Cell area per tile:
(4 px per um) 7 x 7 tiles, from white (low) to dark blue (high), 0 to 100% covered.
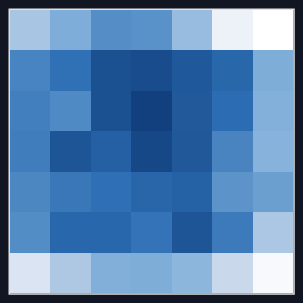
Clock wires, drivers and flops:
(8 px per um)
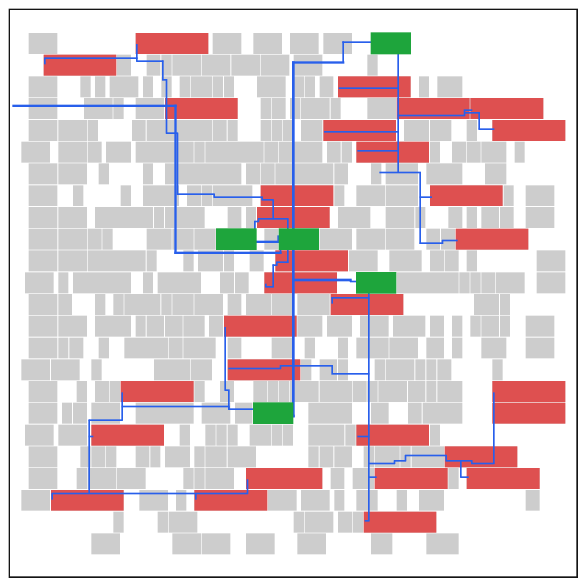
==> config.mk <==
export PLATFORM = sky130hd
export DESIGN_NAME = ksa_shuffle_flat
export DESIGN_NICKNAME = d
export VERILOG_FILES = /design/src/rtl/rc4_pkg.sv /design/src/rtl/ksa_shuffle_if.sv /design/src/rtl/ksa_shuffle.sv /design/src/flat_wrapper.sv
export SDC_FILE = /design/constraint.sdc
export NUM_CORES = 1
export LEC_CHECK = 0
export CORE_UTILIZATION = 51
export DETAILED_ROUTE_END_ITERATION = 16
export GPL_TIMING_DRIVEN = 0
export PLACE_DENSITY = 0.81
export SYNTH_ARGS = -nofsm -noshare
export SYNTH_HDL_FRONTEND = slang
export SYNTH_SLANG_ARGS = --single-unit
==> constraint.sdc <==
create_clock -name clk -period 3.5 [get_ports clk]
set_input_delay 0.7 -clock clk [delete_from_list [all_inputs] [get_ports clk]]
set_output_delay 0.7 -clock clk [all_outputs]
set_load 0.02 [all_outputs]
==> src/rtl/rc4_pkg.sv <==
// rc4_pkg: shared RC4 types and sizes for the key-schedule and decrypt stages.
// Contents: ksa_state_t state enum (INIT_WR present only with INIT_FILL_EN),
// MEM_DEPTH (S-memory bytes), KEY_BYTES (secret key length), key_byte() helper.
package rc4_pkg;
    localparam int MEM_DEPTH = 256;
    localparam int KEY_BYTES = 3;

    typedef enum logic [3:0] {
        IDLE,
`ifdef INIT_FILL_EN
        INIT_WR,
`endif
        RD_I,
        WAIT_I,
        CALC_J,
        RD_J,
        WAIT_J,
        WR_I,
        WR_J,
        INC_I,
        DONE
    } ksa_state_t;

    // byte 0 is the most significant byte of the key
    function automatic logic [7:0] key_byte(input logic [23:0] key, input logic [1:0] k);
        return k == 2'd0 ? key[23:16] : k == 2'd1 ? key[15:8] : key[7:0];
    endfunction
endpackage

==> src/rtl/ksa_shuffle_if.sv <==
// ksa_shuffle_if: control handshake and S-memory bus of the RC4 key scheduler.
// Signals: start/secret_key (request), finish (done), ksa_mem_handler (bus owned),
// address/data/wen (memory write port), q_data (memory read data, latency 2).
// master = key scheduler side, slave = memory/controller side.
interface ksa_shuffle_if;
    logic        start;
    logic [23:0] secret_key;
    logic [7:0]  q_data;
    logic        finish;
    logic        ksa_mem_handler;
    logic [7:0]  address;
    logic [7:0]  data;
    logic        wen;

    modport master (
        input  start, secret_key, q_data,
        output finish, ksa_mem_handler, address, data, wen
    );
    modport slave (
        output start, secret_key, q_data,
        input  finish, ksa_mem_handler, address, data, wen
    );
endinterface

==> src/rtl/ksa_shuffle.sv <==
// ksa_shuffle: RC4 key-scheduling shuffle over an external 256-byte S-memory.
// Ports: clk (rising edge), reset_n (async active-low), bus (ksa_shuffle_if.master).
// Optional INIT_FILL_EN: adds INIT_WR, which fills S[n]=n before the shuffle;
// without it S must already hold the identity permutation.
module ksa_shuffle
    import rc4_pkg::*;
(
    input logic clk,
    input logic reset_n,
    ksa_shuffle_if.master bus
);
    ksa_state_t state, state_n;
    logic [7:0] i, j, si;
    logic [1:0] kidx;
    logic [7:0] address, data;
    logic       wen, finish;

    assign bus.address         = address;
    assign bus.data            = data;
    assign bus.wen             = wen;
    assign bus.finish          = finish;
    assign bus.ksa_mem_handler = state != IDLE;

    always_comb begin
        state_n = state;
        address = 8'd0;
        data    = 8'd0;
        wen     = 1'b0;
        finish  = 1'b0;
        case (state)
            IDLE: begin
`ifdef INIT_FILL_EN
                if (bus.start) state_n = INIT_WR;
`else
                if (bus.start) state_n = RD_I;
`endif
            end
`ifdef INIT_FILL_EN
            INIT_WR: begin
                address = i;
                data    = i;
                wen     = 1'b1;
                if (i == 8'(MEM_DEPTH - 1)) state_n = RD_I;
            end
`endif
            RD_I: begin
                address = i;
                state_n = WAIT_I;
            end
            WAIT_I: begin
                address = i;
                state_n = CALC_J;
            end
            CALC_J: begin
                address = i;
                state_n = RD_J;
            end
            RD_J: begin
                address = j;
                state_n = WAIT_J;
            end
            WAIT_J: begin
                address = j;
                state_n = WR_I;
            end
            // q_data still carries S[j]; when i==j both writes store si at one address
            WR_I: begin
                address = i;
                data    = bus.q_data;
                wen     = 1'b1;
                state_n = WR_J;
            end
            WR_J: begin
                address = j;
                data    = si;
                wen     = 1'b1;
                state_n = INC_I;
            end
            INC_I: state_n = i == 8'(MEM_DEPTH - 1) ? DONE : RD_I;
            DONE: begin
                finish = 1'b1;
                if (!bus.start) state_n = IDLE;
            end
            default: state_n = IDLE;
        endcase
    end

    always_ff @(posedge clk or negedge reset_n) begin
        if (!reset_n) begin
            state <= IDLE;
            i     <= 8'd0;
            j     <= 8'd0;
            si    <= 8'd0;
            kidx  <= 2'd0;
        end else begin
            state <= state_n;
            case (state)
                IDLE: if (bus.start) begin
                    i    <= 8'd0;
                    j    <= 8'd0;
                    kidx <= 2'd0;
                end
`ifdef INIT_FILL_EN
                INIT_WR: i <= i + 8'd1;
`endif
                CALC_J: begin
                    si <= bus.q_data;
                    j  <= j + bus.q_data + key_byte(bus.secret_key, kidx);
                end
                INC_I: begin
                    if (i != 8'(MEM_DEPTH - 1)) i <= i + 8'd1;
                    kidx <= kidx == 2'(KEY_BYTES - 1) ? 2'd0 : kidx + 2'd1;
                end
                default: ;
            endcase
        end
    end
endmodule
==> src/flat_wrapper.sv <==
// flat-port wrapper written by rule: the top's interface ports become plain ports
module ksa_shuffle_flat import rc4_pkg::*;
  (clk, reset_n, bus_start, bus_secret_key, bus_q_data, bus_finish, bus_ksa_mem_handler, bus_address, bus_data, bus_wen);
  ksa_shuffle_if bus_i ();
  input logic clk;
  input logic reset_n;
  input wire logic [$bits(bus_i.start)-1:0] bus_start;
  input wire logic [$bits(bus_i.secret_key)-1:0] bus_secret_key;
  input wire logic [$bits(bus_i.q_data)-1:0] bus_q_data;
  output wire logic [$bits(bus_i.finish)-1:0] bus_finish;
  output wire logic [$bits(bus_i.ksa_mem_handler)-1:0] bus_ksa_mem_handler;
  output wire logic [$bits(bus_i.address)-1:0] bus_address;
  output wire logic [$bits(bus_i.data)-1:0] bus_data;
  output wire logic [$bits(bus_i.wen)-1:0] bus_wen;
  assign bus_i.start = bus_start;
  assign bus_i.secret_key = bus_secret_key;
  assign bus_i.q_data = bus_q_data;
  assign bus_finish = bus_i.finish;
  assign bus_ksa_mem_handler = bus_i.ksa_mem_handler;
  assign bus_address = bus_i.address;
  assign bus_data = bus_i.data;
  assign bus_wen = bus_i.wen;
  ksa_shuffle u_core (.clk(clk), .reset_n(reset_n), .bus(bus_i));
endmodule
==> run notes <==
run results: status=finished clean, Cells after Synth=280, final core occ=70.5%, DP Area=3010 um2, internal power=1.45 mW, initial DRC count=281, period utilization=95.1%, commonest cells in the netlist=inv_1, nor2_1, dfrtp_1, nand2_1, o21ai_0, die area=5010 um2, nonclk buf count=70, RSZ-0062 raised after global routing=no, total wire length=5.85 mm, Seq/total area=24.0%, Comb power frac=66.8%, placed cells=385, Logic family by area=simple AND/OR/NAND/NOR gates, Crit-path slowest cell=clkdlybuf4s50_1, mux share=10.8%, Final non-clock buffer share=19.6%, Seq Cell Count=30, switch share=46.6%, RR Startpoint=u_core.kidx[1], number of diodes=0, FMAX=301 MHz, P_sw=1.27 mW, MI comb area=1480 um2, most frequent cells in the layout=clkdlybuf4s50_1, nor2_1, inv_1, TritonCTS clock tree=done, CLK BUF=7, root buf cell=clkbuf_8, floorplan net count=330, Final Hold Viols=0, worst endpoint required time=2.80 ns, clock skew=0.00406 ns, Tightest Pin Transition=0.821 ns, total CTS buffers=5, flip-flops with a built-in enable=0, worst-skew pair later-pin latency=0.29 ns, post-CTS setup repair buffer count=0, tool warnings=26, vias in the first global route=2,066, Comb area share=47.3%, CP delay by family, top=buffers and inverters, # port buffers=53, Layout Nets=390, Post-synth ARST share=100%, n_taps=52, synthesized area per cell=8.62 um2, cell area after synthesis=2410 um2, drt drc=0, Placement Setup Slack=-0.256 ns, DR vias=2,197, Synth Flop Type=dfrtp_1, P_leak=1.39 nW, critical path class=flip-flop to output pin, setup ws final=0.172 ns, GRT Total Usage=24.9%, first-pass GRT wire length=9.70 mm, most used logic cell in the final layout=clkdlybuf4s50_1, worst-path fanout max=10, hold buffers post-CTS=0, Via density=5.59, Pre-antenna DRT Iters=9, compound-gate portion of the synthesized area=14.5%, Worst setup endpoint=bus_address[2], row cnt=24, largest class=multi-input combinational cells, top cells by area=dfrtp_1, mux2i_1, fa_1, class of the worst hold path=input pin to asynchronous set/reset pin, Synth area leader=dfrtp_1, area grow syn2layout=29.7%, Basic Gates by Area=20.7%, sequential share of the synthesized area=31.1%, # H-tree levels=2, gr ovfl total=0, power share of the clock group=10.9%, min Tclk post-route=3.33 ns, yosys warns=0, Pwr Total=2.72 mW, FP Util=54.3%, Clock Network Area Fraction=2.92%, Register Area=752 um2, Logic inverters=34, cells in synth_stat.txt=280, Crit path buffers/inverters=3, Finished Layout Cells=393, setup violators final=0, critical path, cell by cell=buf_2, buf_1, mux2_2, a222oi_1, nor2_1, clkdlybuf4s50_1, Hold Worst Slack=0.462 ns, VDD IR max=0.458 mV, area fraction in xor and xnor cells=3.99%, Core ar.=4440 um2, hpwl dp=4.44 mm, origin of the worst setup path=u_core.state[2], largest net degree at the start of global routing=31, drt wl/cell=14.9 um, Fin Setup TNS=0 ns, worst path arrival time=2.63 ns, Synth cell types=49, Cell Pwr Density=869 nW/um2, Critical Path Start Type=flip-flop, Max Cap Viol=0, die width=70.8 um, Max Root-Sink Buffers=2, io pins=54, stages on the worst setup path=6, CTS Sinks=30, R2R depth=11, die span in y=70.8 um, Slew Limit Headroom=44.9%, sequential cell fraction of total power=22.3%, final instance area=3130 um2, clock transition at the registers of the reported paths=0.07 ns, area reported by Yosys stat=2410 um2, CTS resizes=0, Critical Path Sink Type=output pin, Adder Share, Synth=10.3%, Top cell area share=31.1%, R2R Path End=u_core.j[7]
-- 'cell area per tile' (at the start) --
The mean over all tiles is 61%. 2.0% of the tiles are nearly empty. The fullest tile reaches 94%. 35% of the tiles are over 75% full. The densest ninth of the die: center.

-- 'clock wires, drivers and flops' (at the start) --
Green shows cells driving clock nets, count 5. Blue shows clock wires, length 444 um. Red shows flip-flops, count 30.
Position of the flops: spread over the die.

-- sequential cells by signal, indices dropped and copies added, names as in the netlist --
name and flops:
u_core.state 4, u_core.kidx 2, u_core.j 8, u_core.i 8, u_core.si 8
-- metal layers --
metal | vias up | wire (um) | track usage [%]
met5 | - | 0 | 0
met4 | 0 | 110 | 8.00
met3 | 10 | 321 | 4.56
met2 | 90 | 2850 | 41.6
met1 | 1015 | 2570 | 32.9
li1 | 1082 | - | -
-- power groups by stage --
stage               logic [mW]  clock network, mW  registers [mW]
global route              2.02              0.313           0.629
CTS                       1.74              0.297           0.606
finish                    1.82              0.297           0.608
global placement          1.70                  0           0.593
detailed placement        1.74                  0           0.600
floorplan                 1.27                  0           0.563
Power figures rest on the tool's default switching activity, not on a simulated workload.
